<file path="config.mk">
export PLATFORM = sky130hd
export DESIGN_NAME = core_bus_arbiter
export DESIGN_NICKNAME = d
export VERILOG_FILES = /design/src/rtl/core_bus_arbiter.sv
export SDC_FILE = /design/constraint.sdc
export NUM_CORES = 1
export LEC_CHECK = 0
export CORE_ASPECT_RATIO = 0.7
export CORE_UTILIZATION = 39
export CTS_BUF_LIST = sky130_fd_sc_hd__clkbuf_4 sky130_fd_sc_hd__clkbuf_8
export CTS_CLUSTER_DIAMETER = 40
export DETAILED_ROUTE_END_ITERATION = 8
export HOLD_SLACK_MARGIN = 0.15
export PLACE_DENSITY = 0.85
export SLEW_MARGIN = 10
export SYNTH_ARGS = -nofsm -noshare
export SYNTH_HDL_FRONTEND = slang
export SYNTH_SLANG_ARGS = --single-unit
</file>
<file path="constraint.sdc">
create_clock -name clk -period 3.7 [get_ports clk]
set_input_delay 0.37 -clock clk [delete_from_list [all_inputs] [get_ports clk]]
set_output_delay 0.37 -clock clk [all_outputs]
set_load 0.005 [all_outputs]
</file>
<file path="src/rtl/core_bus_arbiter.sv">
// Shares one memory bus between instruction fetch (IF) and the EX data port, with one access in flight.
// Define BUS_TIMEOUT_EN to build the ack watchdog that aborts stuck accesses and sets bus_err_out.
module core_bus_arbiter #(
    parameter int ADDR_W     = 32,
    parameter int DATA_W     = 32,
    parameter int STARVE_MAX = 4,
    parameter int TIMEOUT    = 16
) (
    input  logic              clk,
    input  logic              rst,
    input  logic              ex_req_in,
    input  logic              ex_we_in,
    input  logic [ADDR_W-1:0] ex_addr_in,
    input  logic [DATA_W-1:0] ex_wdata_in,
    output logic [DATA_W-1:0] ex_rdata_out,
    output logic              ex_ready_out,
    input  logic              if_req_in,
    input  logic [ADDR_W-1:0] if_addr_in,
    output logic [DATA_W-1:0] if_rdata_out,
    output logic              if_ready_out,
    output logic              hold_flag_out,
    output logic              bus_req_out,
    output logic              bus_we_out,
    output logic [ADDR_W-1:0] bus_addr_out,
    output logic [DATA_W-1:0] bus_wdata_out,
    input  logic [DATA_W-1:0] bus_rdata_in,
    input  logic              bus_ack_in,
    output logic              bus_err_out
);

    typedef enum logic [1:0] {IDLE, GNT_EX, GNT_IF} state_t;

    localparam int SW = $clog2(STARVE_MAX + 1);

    if (STARVE_MAX < 1 || TIMEOUT < 1) begin : g_param_check
        $error("core_bus_arbiter: STARVE_MAX and TIMEOUT must be at least 1");
    end

    state_t        state;
    state_t        state_nxt;
    logic [SW-1:0] starve_cnt;
    logic          arb_ok;
    logic          pick_ex;
    logic          pick_if;
    logic          ack_done;
    logic          abort;

    // The ready-pulse cycle is skipped for arbitration: the finished requester
    // still shows its old request then and must not be granted twice.
    assign arb_ok   = (state == IDLE) && !ex_ready_out && !if_ready_out;
    assign pick_ex  = arb_ok && ex_req_in && !(if_req_in && starve_cnt == SW'(STARVE_MAX));
    assign pick_if  = arb_ok && if_req_in && !pick_ex;
    assign ack_done = (state != IDLE) && bus_ack_in;

    assign hold_flag_out = ex_req_in && !ex_ready_out && !rst;

`ifdef BUS_TIMEOUT_EN
    localparam int TW = $clog2(TIMEOUT + 1);

    logic [TW-1:0] tmo_cnt;

    assign abort = (state != IDLE) && !bus_ack_in && (tmo_cnt == TW'(TIMEOUT - 1));

    always_ff @(posedge clk or posedge rst) begin
        if (rst) begin
            tmo_cnt     <= '0;
            bus_err_out <= 1'b0;
        end else begin
            if (state == IDLE || bus_ack_in) begin
                tmo_cnt <= '0;
            end else begin
                tmo_cnt <= tmo_cnt + 1'b1;
            end
            if (abort) begin
                bus_err_out <= 1'b1;
            end
        end
    end
`else
    assign abort       = 1'b0;
    assign bus_err_out = 1'b0;
`endif

    always_ff @(posedge clk or posedge rst) begin
        if (rst) begin
            state <= IDLE;
        end else begin
            state <= state_nxt;
        end
    end

    always_comb begin
        state_nxt = state;
        case (state)
            IDLE: begin
                if (pick_ex) begin
                    state_nxt = GNT_EX;
                end else if (pick_if) begin
                    state_nxt = GNT_IF;
                end
            end
            GNT_EX, GNT_IF: begin
                if (ack_done || abort) begin
                    state_nxt = IDLE;
                end
            end
            default: state_nxt = IDLE;
        endcase
    end

    always_ff @(posedge clk or posedge rst) begin
        if (rst) begin
            bus_req_out   <= 1'b0;
            bus_we_out    <= 1'b0;
            bus_addr_out  <= '0;
            bus_wdata_out <= '0;
            ex_rdata_out  <= '0;
            if_rdata_out  <= '0;
            ex_ready_out  <= 1'b0;
            if_ready_out  <= 1'b0;
            starve_cnt    <= '0;
        end else begin
            ex_ready_out <= 1'b0;
            if_ready_out <= 1'b0;

            if (pick_ex) begin
                bus_req_out   <= 1'b1;
                bus_we_out    <= ex_we_in;
                bus_addr_out  <= ex_addr_in;
                bus_wdata_out <= ex_wdata_in;
            end else if (pick_if) begin
                bus_req_out   <= 1'b1;
                bus_we_out    <= 1'b0;
                bus_addr_out  <= if_addr_in;
                bus_wdata_out <= '0;
            end

            if (ack_done || abort) begin
                bus_req_out <= 1'b0;
                if (state == GNT_EX) begin
                    ex_ready_out <= 1'b1;
                    if (abort) begin
                        ex_rdata_out <= '0;
                    end else if (!bus_we_out) begin
                        ex_rdata_out <= bus_rdata_in;
                    end
                end else begin
                    if_ready_out <= 1'b1;
                    if_rdata_out <= abort ? '0 : bus_rdata_in;
                end
            end

            // Count consecutive EX wins that left a fetch waiting.
            if (pick_if) begin
                starve_cnt <= '0;
            end else if (pick_ex && if_req_in) begin
                if (starve_cnt != SW'(STARVE_MAX)) begin
                    starve_cnt <= starve_cnt + 1'b1;
                end
            end else if (state == IDLE && !if_req_in) begin
                starve_cnt <= '0;
            end
        end
    end

endmodule

</file>
Logic cells by family:
Scale: 2 px per um.
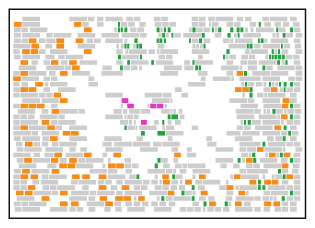
Key: orange = multiplexers [cells 96, where all over the die]; green = NAND gates [cells 104]; magenta = AND-OR and OR-AND gates [cells 5, where centre]
combinational share of cell area: 0.233
most frequent logic cell in the layout: clkdlybuf4s50_1
Finished Layout Cells: 927

Signal wires by layer:
Scale: 2 px per um.
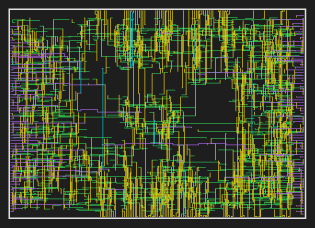
Key: purple = met3 [wire length 1590 um]; green = met1 [wire length 6820 um]; yellow = met2 [wire length 8190 um]; cyan = met4 [wire length 321 um]
vias: 4797
final WL: 16.9 mm
WL/cell: 18.2 um
Tot GR Track Use: 0.225

Metal 3:
Scale: 3 px per um.
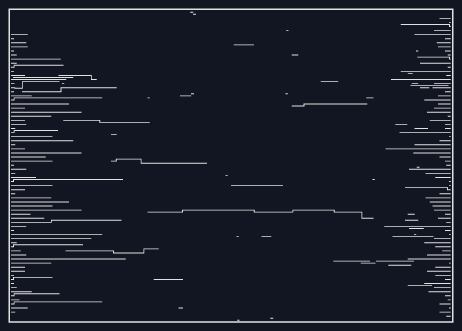
The longest straight run is 37.9 um. 168 nets have wire on it. The wires run mostly horizontal. The layer carries 1590 um of wire. The layer holds 9.4% of the routed length.
met3 Resource Use GR: 0.0921

Clock routing:
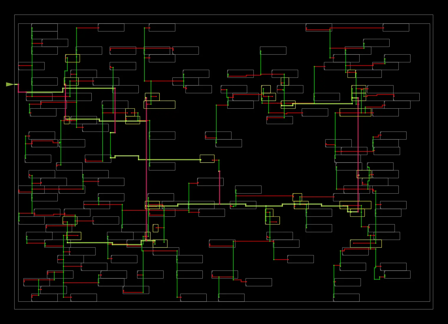
P_clk: 1.32 mW
TritonCTS Sinks: 137
Num CTS Buffers: 17
clock buffer count: 18
worst clock skew: 14.3 ps

==> impl_metrics.py <==
# Flow results
metrics = {
    "routing": {
        "first_pass_iters": 4,
        "drc": 0,
        "wl_met1_mm": 6.82,
        "wl_met3_mm": 1.59,
        "wl_met2_mm": 8.19,
    },
    "clock_tree": {
        "clockBufferDepth": 2,
        "clockRootBuffer": "clkbuf_8",
        "clk_pin_slew_ps": 80,
        "clk_latency_ps": 440,
        "htreeDepth": 4,
        "cts.hold.buffers_added": 0,
    },
    "pwr": {
        "vdd_ir_drop_max_mv": 0.438,
        "power.group.top": "combinational logic",
        "pwr-share-clk": 0.187,
        "leakage_nw": 3.66,
        "power_mw": 7.06,
        "seq_power_mw": 2.60,
    },
    "sta": {
        "finalSetupViolations": 0,
        "slew_viol_final": 0,
        "hold_viol_final": 0,
        "max_freq_mhz": 426,
        "rsz0062_at_grt": "no",
        "finalCritPeriodShare": 0.635,
        "tightest_slew_ps": 947,
    },
    "setup_path": {
        "crit_path_cell_trace": "inv_1, ha_1, nand2b_1, nor2_4, mux2_2",
        "reg2reg_to": "if_rdata_out[28]",
        "path_buffers": 1,
        "endpoint": "if_rdata_out[28]",
        "worstPathArrival_ps": 2670,
        "critPathKind": "flip-flop to flip-flop",
        "cp-startpoint": "state[0]",
        "cp.depth": 5,
        "worstPathRequired_ps": 4030,
        "cpPeakStageDelay_ps": 780,
        "critPathTopFamily": "simple AND/OR/NAND/NOR gates",
    },
    "final_layout": {
        "clock_tree_area_fraction": 0.0469,
        "final_nets": 864,
        "buf_share": 0.306,
        "drive_above_1_share": 0.145,
        "seq_cell_count": 137,
        "utilization": 0.629,
        "area_delta_synth_final_pct": 54.6,
        "comb_cells": 291,
        "lay_top_cells": "clkdlybuf4s50_1 (266), dfrtp_1 (137), nand3_1 (66)",
        "num-fill-cells": 1075,
    },
    "die": {
        "fp_util": 0.407,
        "die_h_um": 104,
        "io_pins": 268,
        "row_count": 36,
        "core_um2": 14200,
        "chipArea_um2": 15300,
    },
    "global_route": {
        "grt-ovfl-total": 0,
        "antenna_found_initial": 0,
        "grt_pass1_vias": 4931,
    },
    "synth": {
        "synth.most_common_cell": "dfrtp_1",
        "synth.distinct_cells": 35,
        "yosysWarnings": 0,
        "edf_count": 0,
        "mux_area_frac": 0.180,
        "top_area_frac": 0.594,
        "synth-compound-area-share": 0.0711,
        "syn_inst": 472,
        "syn_area_um2": 5770,
        "area_leaders": "dfrtp_1 (59%), mux2_2 (12%), nand3_1 (5.8%), mux2i_1 (5.6%), o21ai_0 (4.9%)",
        "topCombFamilyByArea": "multiplexers",
        "ys_cells": 472,
    },
    "status": {
        "outcome": "finished, final reports clean",
    },
    "placed_design": {
        "pre_cts_ws_ps": 1270,
        "dp_hpwl_mm": 11.6,
    },
    "run": {
        "warnings": 28,
    },
}
Power is estimated from default activity; no workload was simulated.
